==> run_1/sizes.png <==
(3 px per µm)
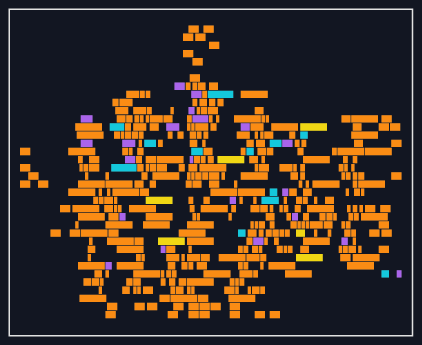
==> run_1/flops_by_reg.png <==
(3 px per µm) Other sequential cells in the stronger gray, the rest of the logic in the fainter gray.
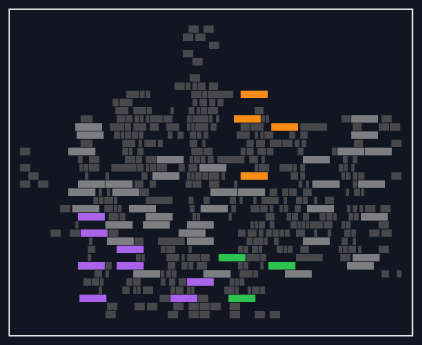
==> run_1/placement.png <==
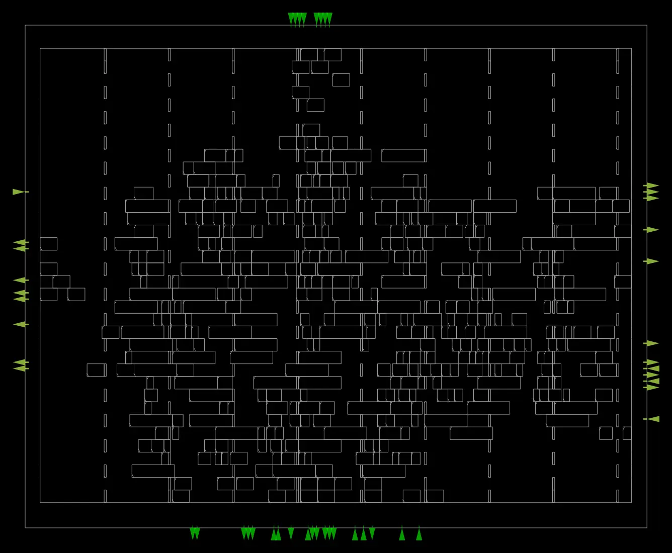
==> run_1/layer_met3.png <==
(2 px per µm) Cells faint in the background.
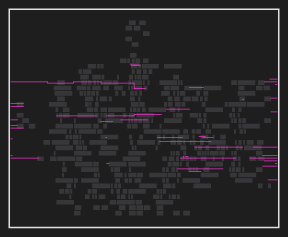
File: config.mk
export PLATFORM = sky130hd
export DESIGN_NAME = flash_read_seq
export DESIGN_NICKNAME = d
export VERILOG_FILES = /design/src/rtl/flash_read_seq_pkg.sv /design/src/rtl/flash_read_seq_timer.sv /design/src/rtl/flash_read_seq.sv
export SDC_FILE = /design/constraint.sdc
export NUM_CORES = 1
export LEC_CHECK = 0
export CORE_ASPECT_RATIO = 0.8
export CORE_MARGIN = 3
export CORE_UTILIZATION = 25
export CTS_CLUSTER_DIAMETER = 120
export DETAILED_ROUTE_END_ITERATION = 12
export GPL_ROUTABILITY_DRIVEN = 1
export REMOVE_ABC_BUFFERS = 1
export SETUP_SLACK_MARGIN = 0.02
export SLEW_MARGIN = 15
export SYNTH_ARGS = -nofsm -noshare
export SYNTH_HDL_FRONTEND = slang
export SYNTH_HIERARCHICAL = 1
export SYNTH_SLANG_ARGS = --single-unit
export TNS_END_PERCENT = 5
File: constraint.sdc
create_clock -name wb_clk_i -period 4.9 [get_ports wb_clk_i]
set_clock_uncertainty 0.15 [all_clocks]
set_input_delay 0.49 -clock wb_clk_i [delete_from_list [all_inputs] [get_ports wb_clk_i]]
set_output_delay 0.49 -clock wb_clk_i [all_outputs]
set_load 0.01 [all_outputs]
File: src/rtl/flash_read_seq_pkg.sv
// Shared types, default timing and helpers for the flash read sequencer.
// Define FLASH_READ_SEQ_MAJORITY_EN to sense every row three times and vote.
package flash_read_seq_pkg;

  typedef enum logic [2:0] {
    ST_IDLE  = 3'd0,
    ST_PRE   = 3'd1,
    ST_EVAL  = 3'd2,
    ST_LATCH = 3'd3,
    ST_HOLD  = 3'd4
  } state_t;

  localparam int DEF_ROWS      = 8;
  localparam int DEF_COLS      = 8;
  localparam int DEF_GROUPS    = 4;
  localparam int DEF_T_PRE     = 4;
  localparam int DEF_T_EVAL    = 8;
  localparam int DEF_MAX_BURST = 8;

  // Helpers work on a wide vector; callers size-cast to ROWS/COLS (both <= 64).
  localparam int VEC_W = 64;

`ifdef FLASH_READ_SEQ_MAJORITY_EN
  localparam int N_PASS = 3;
`else
  localparam int N_PASS = 1;
`endif

  function automatic logic [VEC_W-1:0] onehot(input logic [5:0] idx);
    onehot = 64'd1 << idx;
  endfunction

  function automatic logic [VEC_W-1:0] majority3(input logic [VEC_W-1:0] a,
                                                 input logic [VEC_W-1:0] b,
                                                 input logic [VEC_W-1:0] c);
    majority3 = (a & b) | (a & c) | (b & c);
  endfunction

endpackage

File: src/rtl/flash_read_seq_timer.sv
// Loadable down-counter; done is high during the last cycle of a loaded interval.
module flash_read_seq_timer #(
  parameter int W = 4
) (
  input  logic         clk,
  input  logic         rst_n,
  input  logic         clr,
  input  logic         load,
  input  logic [W-1:0] load_val,
  output logic [W-1:0] cnt,
  output logic         done
);

  logic [W-1:0] cnt_r;

  // Count the loaded interval down to zero and park there.
  always_ff @(posedge clk or negedge rst_n) begin
    if (!rst_n) begin
      cnt_r <= {W{1'b0}};
    end else if (clr) begin
      cnt_r <= {W{1'b0}};
    end else if (load) begin
      cnt_r <= load_val;
    end else if (cnt_r != {W{1'b0}}) begin
      cnt_r <= cnt_r - W'(1);
    end
  end

  assign cnt  = cnt_r;
  assign done = (cnt_r == W'(1));

endmodule

File: src/rtl/flash_read_seq.sv
// Read sequencer for the NAND-style flash test array: precharge, evaluate, group latch, stream out.
// Define FLASH_READ_SEQ_MAJORITY_EN for triple-pass majority-voted sensing.
module flash_read_seq
  import flash_read_seq_pkg::*;
#(
  parameter int ROWS      = DEF_ROWS,
  parameter int COLS      = DEF_COLS,
  parameter int GROUPS    = DEF_GROUPS,
  parameter int T_PRE     = DEF_T_PRE,
  parameter int T_EVAL    = DEF_T_EVAL,
  parameter int MAX_BURST = DEF_MAX_BURST
) (
  input  logic                         wb_clk_i,
  input  logic                         wb_rst_n,
  input  logic                         req_valid,
  output logic                         req_ready,
  input  logic [$clog2(ROWS)-1:0]      req_row,
  input  logic [$clog2(MAX_BURST)-1:0] req_len,
  input  logic                         abort,
  output logic [ROWS-1:0]              wl_sel,
  output logic                         sen1,
  output logic                         sen2,
  output logic [GROUPS-1:0]            out_en,
  input  logic [COLS-1:0]              sense_in,
  output logic                         rd_valid,
  input  logic                         rd_ready,
  output logic [COLS-1:0]              rd_data,
  output logic [$clog2(ROWS)-1:0]      rd_row,
  output logic                         rd_last,
  output logic                         busy
);

  localparam int RW   = $clog2(ROWS);
  localparam int LW   = $clog2(MAX_BURST);
  localparam int SW   = COLS / GROUPS;
  localparam int TMAX = (T_PRE > T_EVAL) ? ((T_PRE > GROUPS) ? T_PRE : GROUPS)
                                         : ((T_EVAL > GROUPS) ? T_EVAL : GROUPS);
  localparam int TW   = $clog2(TMAX + 1);

  state_t          state_r;
  logic [RW-1:0]   row_r;
  logic [LW-1:0]   remain_r;
  logic [1:0]      pass_r;
  logic [COLS-1:0] cap_r [N_PASS];

  logic            accept_s;
  logic            hs_s;
  logic            final_pass_s;
  logic [RW-1:0]   row_next_s;
  logic [COLS-1:0] cap_sel_s;
  logic [COLS-1:0] cap_ins_s;
  logic [COLS-1:0] word_s;
  logic            tmr_load_s;
  logic [TW-1:0]   tmr_val_s;
  logic [TW-1:0]   tmr_cnt_s;
  logic            tmr_done_s;

  assign accept_s     = (state_r == ST_IDLE) && req_valid && req_ready && !abort;
  assign hs_s         = (state_r == ST_HOLD) && rd_valid && rd_ready;
  assign final_pass_s = (pass_r == 2'(N_PASS - 1));
  assign row_next_s   = (row_r == RW'(ROWS - 1)) ? {RW{1'b0}} : row_r + RW'(1);

  flash_read_seq_timer #(.W(TW)) u_timer (
    .clk      (wb_clk_i),
    .rst_n    (wb_rst_n),
    .clr      (abort),
    .load     (tmr_load_s),
    .load_val (tmr_val_s),
    .cnt      (tmr_cnt_s),
    .done     (tmr_done_s)
  );

  // Select the timer interval for the phase being entered.
  always_comb begin
    tmr_load_s = 1'b0;
    tmr_val_s  = TW'(T_PRE);
    if (abort) begin
      tmr_load_s = 1'b0;
    end else begin
      case (state_r)
        ST_IDLE:  tmr_load_s = accept_s;
        ST_PRE: begin
          tmr_load_s = tmr_done_s;
          tmr_val_s  = TW'(T_EVAL);
        end
        ST_EVAL: begin
          tmr_load_s = tmr_done_s;
          tmr_val_s  = TW'(GROUPS);
        end
        ST_LATCH: tmr_load_s = tmr_done_s && !final_pass_s;
        ST_HOLD:  tmr_load_s = hs_s && (remain_r != {LW{1'b0}});
        default:  tmr_load_s = 1'b0;
      endcase
    end
  end

  // Merge the currently enabled column group into this pass's capture word.
  always_comb begin
    int grp_i;
    grp_i     = 0;
    cap_sel_s = {COLS{1'b0}};
    for (int p = 0; p < N_PASS; p++) begin
      if (pass_r == 2'(p)) begin
        cap_sel_s = cap_r[p];
      end else begin
        cap_sel_s = cap_sel_s;
      end
    end
    // Timer holds GROUPS..1 during LATCH, so group index is GROUPS - count.
    if ((state_r == ST_LATCH) && (tmr_cnt_s != {TW{1'b0}}) && (int'(tmr_cnt_s) <= GROUPS)) begin
      grp_i = GROUPS - int'(tmr_cnt_s);
    end else begin
      grp_i = 0;
    end
    cap_ins_s = cap_sel_s;
    cap_ins_s[grp_i*SW +: SW] = sense_in[grp_i*SW +: SW];
  end

`ifdef FLASH_READ_SEQ_MAJORITY_EN
  assign word_s = COLS'(majority3(VEC_W'(cap_r[0]), VEC_W'(cap_r[1]), VEC_W'(cap_ins_s)));
`else
  assign word_s = cap_ins_s;
`endif

  // Sequencer state, array strobes and read-stream outputs.
  always_ff @(posedge wb_clk_i or negedge wb_rst_n) begin
    if (!wb_rst_n) begin
      state_r   <= ST_IDLE;
      row_r     <= {RW{1'b0}};
      remain_r  <= {LW{1'b0}};
      pass_r    <= 2'd0;
      for (int p = 0; p < N_PASS; p++) cap_r[p] <= {COLS{1'b0}};
      req_ready <= 1'b0;
      busy      <= 1'b0;
      wl_sel    <= {ROWS{1'b0}};
      sen1      <= 1'b0;
      sen2      <= 1'b0;
      out_en    <= {GROUPS{1'b0}};
      rd_valid  <= 1'b0;
      rd_data   <= {COLS{1'b0}};
      rd_row    <= {RW{1'b0}};
      rd_last   <= 1'b0;
    end else if (abort) begin
      state_r   <= ST_IDLE;
      pass_r    <= 2'd0;
      req_ready <= 1'b1;
      busy      <= 1'b0;
      wl_sel    <= {ROWS{1'b0}};
      sen1      <= 1'b0;
      sen2      <= 1'b0;
      out_en    <= {GROUPS{1'b0}};
      rd_valid  <= 1'b0;
      rd_data   <= {COLS{1'b0}};
      rd_row    <= {RW{1'b0}};
      rd_last   <= 1'b0;
    end else begin
      case (state_r)
        ST_IDLE: begin
          if (accept_s) begin
            state_r   <= ST_PRE;
            row_r     <= req_row;
            remain_r  <= req_len;
            pass_r    <= 2'd0;
            req_ready <= 1'b0;
            busy      <= 1'b1;
            wl_sel    <= ROWS'(onehot(6'(req_row)));
            sen1      <= 1'b1;
          end else begin
            req_ready <= 1'b1;
          end
        end
        ST_PRE: begin
          if (tmr_done_s) begin
            state_r <= ST_EVAL;
            sen1    <= 1'b0;
            sen2    <= 1'b1;
          end
        end
        ST_EVAL: begin
          if (tmr_done_s) begin
            state_r <= ST_LATCH;
            out_en  <= GROUPS'(1);
          end
        end
        ST_LATCH: begin
          for (int p = 0; p < N_PASS; p++) begin
            if (pass_r == 2'(p)) cap_r[p] <= cap_ins_s;
          end
          if (tmr_done_s) begin
            out_en <= {GROUPS{1'b0}};
            sen2   <= 1'b0;
            if (final_pass_s) begin
              state_r  <= ST_HOLD;
              wl_sel   <= {ROWS{1'b0}};
              rd_valid <= 1'b1;
              rd_data  <= word_s;
              rd_row   <= row_r;
              rd_last  <= (remain_r == {LW{1'b0}});
            end else begin
              state_r <= ST_PRE;
              pass_r  <= pass_r + 2'd1;
              sen1    <= 1'b1;
            end
          end else begin
            out_en <= out_en << 1;
          end
        end
        ST_HOLD: begin
          if (hs_s) begin
            rd_valid <= 1'b0;
            rd_data  <= {COLS{1'b0}};
            rd_row   <= {RW{1'b0}};
            rd_last  <= 1'b0;
            if (remain_r == {LW{1'b0}}) begin
              state_r   <= ST_IDLE;
              req_ready <= 1'b1;
              busy      <= 1'b0;
            end else begin
              state_r  <= ST_PRE;
              row_r    <= row_next_s;
              remain_r <= remain_r - LW'(1);
              pass_r   <= 2'd0;
              wl_sel   <= ROWS'(onehot(6'(row_next_s)));
              sen1     <= 1'b1;
            end
          end
        end
        default: begin
          state_r   <= ST_IDLE;
          req_ready <= 1'b1;
          busy      <= 1'b0;
          wl_sel    <= {ROWS{1'b0}};
          sen1      <= 1'b0;
          sen2      <= 1'b0;
          out_en    <= {GROUPS{1'b0}};
          rd_valid  <= 1'b0;
        end
      endcase
    end
  end

endmodule

==> results.toml, run 1 <==
# yosys + openroad results
[detailed_routing]
first_iter_violations = 178
wl_per_cell_um = 14.8
avgViaCountPerCell = 5.00
top_layer_used = "met4"
wl_met1_um = 4040
wl_met3_um = 407
drtAntennaViolNets = 0
vias = 2882

[worst_setup_path]
worstReg2RegEnd = "rd_data[5]$_DFFE_PN0P_"
cp-start-kind = "register"
critical_path.top_delay_family = "simple AND/OR/NAND/NOR gates"
critical_path_depth = 13
cp-endpoint = "rd_data[5]$_DFFE_PN0P_"
critPathBufInv = 1
max_stage_delay_ns = 0.64
critPathArrivalTime_ns = 4.26
reg2reg_slack_ns = 0.68
crit_required_ns = 4.94
cp_slowest_cell = "dfrtp_1"
critPathCaptureType = "register"
r2r-start = "u_timer/cnt[0]$_DFFE_PN0P_"
startpoint = "u_timer/cnt[0]$_DFFE_PN0P_"
r2r_cells = 13
cp_common_cell = "ha_1"

[final_layout]
post-route-util = 0.326
nNonClkInverters = 19
fillCellCount = 1293
drive_gt1_frac = 0.0963
reg.largest.list = "cap_r (8), rd_data (8), wl_sel (8)"
n_clock_buffer = 5
num-multi-input-gates = 275
buf_share = 0.122
comb_area_share = 0.451
biggestCellCategory = "logic gates"

[global_routing]
track_usage = 0.121
grtUsageMet1 = 0.162
grt_max_degree = 53
grt_use_met3 = 0.0284
grt_use_met2 = 0.198
top_usage_layer = "met2"
grt_pass1_wl_um = 14200
grt_pass1_vias = 2840

[power]
p_comb_frac = 0.428
p_int_w = 0.00101
power_clock_w = 0.000361
power.density_nw_per_um2 = 413
p_switching_w = 0.000669
clkPwrFrac = 0.215
power_w = 0.00168
seq_power_share = 0.357
peakVddDrop_mv = 0.160
swShare = 0.399
combinationalPower_w = 0.000718

[synth]
synth_cell_types = 66
ys_sh_simple = 0.285
synth-seq-cells = 52
synthCells = 361
area_leaders = "dfrtp_1 (40%), ha_1 (5.3%), nand2_1 (4.2%), nor2_1 (3.0%), a21oi_1 (2.6%)"
mux_share = 0.0313
flop_cell = "dfrtp_1"
edf_count = 0
largest_area_cell = "dfrtp_1"
synth_warnings = 6
synth_area_um2 = 3270
ys_seq_share = 0.397

[clock_tree]
cts_root_buf = "clkbuf_16"
cts_resized = 0
clock.latency.late_pin_ns = 0.30
cts_buffer_depth = 2
cts_buffers = 5
ctsHoldBuffers = 0
cts_tree = "done"

[placed_design]
place_congestion = 0.847
pre_cts_ws_ns = 0.741
dp_hpwl_um = 6260
portBuffers = 47
dp_cells = 568

[timing]
relSlewSlack = 0.319
drv_slew = 0
min_period_ns = 4.22
timing.final.crit_share = 0.862
fmax_mhz = 237
hold-worst-slack_ns = 0.155
worst_pin_slew_ns = 1.01

[job]
warnings = 27

[floorplanning]
floorplan.core_util = 0.262
num_io_pins = 48

[status]
status = "completed"
## Picture notes: sizes.png
- _3 and _4 cells: cyan (cells 12; share 3.0%; most used buf_4)
- _2 cells: purple (cells 21; share 5.2%; most used or2_2)
- _6 and larger: yellow (cells 6; share 1.5%; most used clkbuf_16)
- _0 and _1 cells: orange (cells 366; share 90%; most used dfrtp_1)
Non-clock buffers: 51
post-route cell area: 4060 µm²
Layout Area Growth over Synthesis: 24.0%
Final WS setup: 0.675 ns

## Picture notes: flops_by_reg.png
- u_timer/cnt: orange (sequential cells 4)
- remain_r: green (sequential cells 3)
- wl_sel: purple (sequential cells 8; where bottom left)
Seq power: 0.000599 W
register area: 1300 µm²

## Picture notes: placement.png
Core Region: 12500 µm²
row cnt: 36

## Picture notes: layer_met3.png
- longest straight run: 27.6 µm
- share of all routed wire: 4.8%
- wire length on this layer: 408 µm

--- run 2 (diff from run 1) ---
--- a/config.mk
+++ b/config.mk
@@ -5,7 +5,6 @@
 export SDC_FILE = /design/constraint.sdc
 export NUM_CORES = 1
 export LEC_CHECK = 0
-export CORE_ASPECT_RATIO = 0.8
 export CORE_MARGIN = 3
 export CORE_UTILIZATION = 25
 export CTS_CLUSTER_DIAMETER = 120
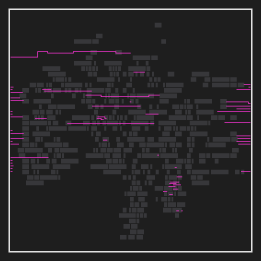
(run_2/layer_met3.png)
(2 px per µm) Cells faint in the background.
- main direction: horizontal
- nets with wire on the layer: 52

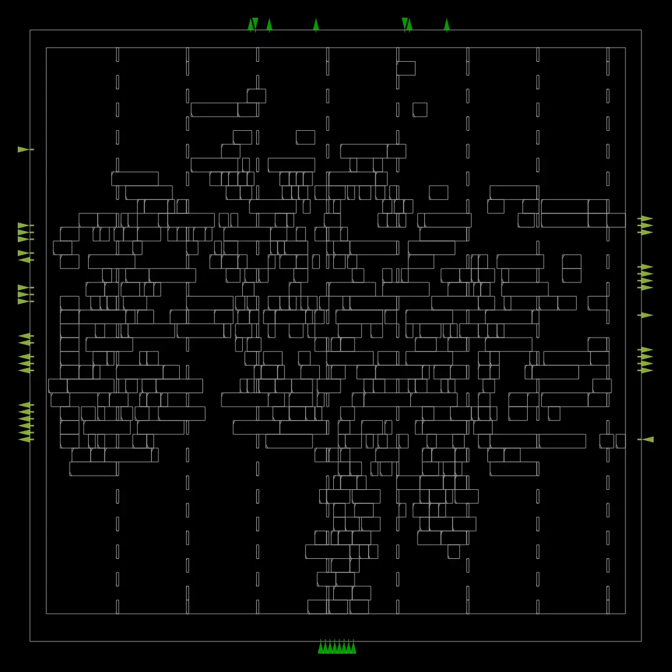
(run_2/placement.png)
tap cell count: 172
row cnt: 41
Final Util: 0.320
flip-flops: 52

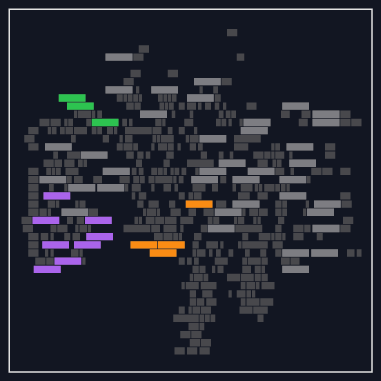
(run_2/flops_by_reg.png)
(3 px per µm) Other sequential cells in the stronger gray, the rest of the logic in the fainter gray.
- remain_r: green (sequential cells 3)
- wl_sel: purple (sequential cells 8)
- u_timer/cnt: orange (sequential cells 4)
- not colored: 37
Seq area share: 0.320

==> results.toml, run 2 <==
# yosys + openroad results
[status]
status = "completed"

[detailed_routing]
wl_met1_um = 3880
top_layer_used = "met4"
wl_per_cell_um = 14.0
vias = 2820
first_iter_violations = 228

[worst_setup_path]
critPathArrivalTime_ns = 4.26
cp-endpoint = "rd_data[4]$_DFFE_PN0P_"
max_stage_delay_ns = 0.64
r2r_cells = 13
cp_slowest_cell = "dfrtp_1"
critical_path.top_delay_family = "simple AND/OR/NAND/NOR gates"
r2r-start = "u_timer/cnt[0]$_DFFE_PN0P_"

[global_routing]
grt_max_degree = 53
grt_use_met2 = 0.185
track_usage = 0.117
grt_pass1_wl_um = 14000
grt_pass1_vias = 2894

[placed_design]
place_congestion = 0.783
dp_hpwl_um = 5900
portBuffers = 47
pre_cts_ws_ns = 0.708

[timing]
setup_slack_ns = 0.666
drv_slew = 0
worst_pin_slew_ns = 1.03
hold-worst-slack_ns = 0.156
relSlewSlack = 0.310

[floorplanning]
core_um2 = 12700

[final_layout]
nNonClkInverters = 19
comb_area_share = 0.451
reg.largest.list = "cap_r (8), rd_data (8), wl_sel (8)"
buf_share = 0.122
seq_area_um2 = 1300
biggestCellCategory = "logic gates"

[synth]
synth_cell_types = 66
flop_cell = "dfrtp_1"
synth_area_um2 = 3270
area_leaders = "dfrtp_1 (40%), ha_1 (5.3%), nand2_1 (4.2%), nor2_1 (3.0%), a21oi_1 (2.6%)"
ys_sh_simple = 0.285
mux_share = 0.0313

[clock_tree]
cts_buffers = 5
cts_tree = "done"
ctsHoldBuffers = 0
cts_root_buf = "clkbuf_16"
cts_resized = 0

[power]
peakVddDrop_mv = 0.174
combinationalPower_w = 0.000713
p_switching_w = 0.000648
clkPwrFrac = 0.215
powerSeq_w = 0.000599
p_comb_frac = 0.426

[job]
warnings = 27
--- run 3 (diff from run 2) ---
--- a/config.mk
+++ b/config.mk
@@ -5,6 +5,7 @@
 export SDC_FILE = /design/constraint.sdc
 export NUM_CORES = 1
 export LEC_CHECK = 0
+export CAP_MARGIN = 20
 export CORE_MARGIN = 3
 export CORE_UTILIZATION = 25
 export CTS_CLUSTER_DIAMETER = 120
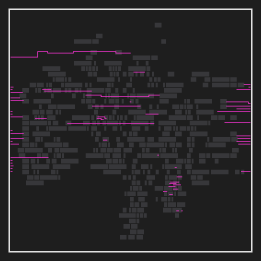
(run_3/layer_met3.png)
(2 px per µm) Cells faint in the background.
- wire length on this layer: 416 µm
- share of all routed wire: 5.2%
total wire length: 8050 µm
vias: 2820
GRT met3 Usage: 0.0299

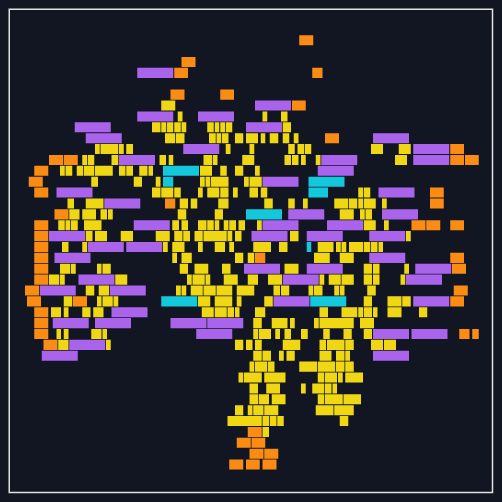
(run_3/placement_by_type.png)
(4 px per µm)
- flops: purple (cells 52; share of their area 34%)
- clock drivers and dummy loads: cyan (cells 8; share of their area 3.9%)
- other buffers and delay cells: orange (cells 51; share of their area 13%)
- combinational and other logic: yellow (cells 294; share of their area 49%)

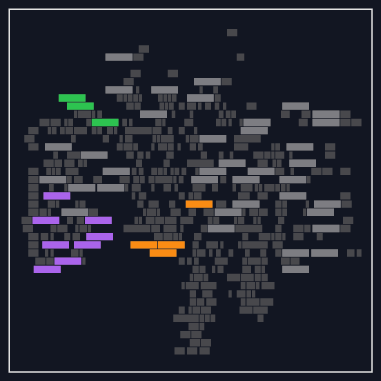
(run_3/flops_by_reg.png)
(3 px per µm) Other sequential cells in the stronger gray, the rest of the logic in the fainter gray.
- wl_sel: purple (sequential cells 8)
- u_timer/cnt: orange (sequential cells 4)
- remain_r: green (sequential cells 3)

==> results.toml, run 3 <==
# yosys + openroad results
[status]
status = "completed"

[power]
swShare = 0.388
p_switching_w = 0.000648
clkPwrFrac = 0.215
power_clock_w = 0.000360
p_int_w = 0.00102
seq_power_share = 0.358
peakVddDrop_mv = 0.174

[synth]
area_leaders = "dfrtp_1 (40%), ha_1 (5.3%), nand2_1 (4.2%), nor2_1 (3.0%), a21oi_1 (2.6%)"
mux_share = 0.0313
synth_area_um2 = 3270
synthCells = 361
largest_area_cell = "dfrtp_1"
synth_cell_types = 66
synth_warnings = 6
flop_cell = "dfrtp_1"
edf_count = 0

[detailed_routing]
avgViaCountPerCell = 4.89
wl_met3_um = 415
drtAntennaViolNets = 0
wl_met1_um = 3880
top_layer_used = "met4"

[worst_setup_path]
cp_slowest_cell = "dfrtp_1"
worstReg2RegEnd = "rd_data[4]$_DFFE_PN0P_"
crit_required_ns = 4.93
reg2reg_slack_ns = 0.67
cp-endpoint = "rd_data[4]$_DFFE_PN0P_"
r2r_cells = 13
cp_common_cell = "ha_1"
cp-start-kind = "register"
critPathCaptureType = "register"
critical_path_depth = 13
startpoint = "u_timer/cnt[0]$_DFFE_PN0P_"
r2r-start = "u_timer/cnt[0]$_DFFE_PN0P_"
critPathBufInv = 1

[floorplanning]
nWellTaps = 172
placementRows = 41
core_um2 = 12700

[timing]
setup_slack_ns = 0.666
drv_slew = 0
timing.final.crit_share = 0.864
fmax_mhz = 236
relSlewSlack = 0.310
min_period_ns = 4.23

[global_routing]
grt_pass1_wl_um = 14000
grtUsageMet1 = 0.162
grt_use_met2 = 0.185
top_usage_layer = "met2"

[final_layout]
reg.largest.list = "cap_r (8), rd_data (8), wl_sel (8)"
buf_share = 0.122
drive_gt1_frac = 0.0938
post-route-util = 0.320
num-multi-input-gates = 275
seq-cell-share = 0.320
buffers = 51
fillCellCount = 1363
nNonClkInverters = 19
biggestCellCategory = "logic gates"
seq_cell_count = 52

[placed_design]
place_congestion = 0.783
portBuffers = 47
pre_cts_ws_ns = 0.708
dp_cells = 569

[clock_tree]
cts_tree = "done"
cts_resized = 0
cts_buffer_depth = 2
clock.latency.late_pin_ns = 0.29
ctsHoldBuffers = 0

[job]
warnings = 27
Power is estimated from default activity; no workload was simulated.
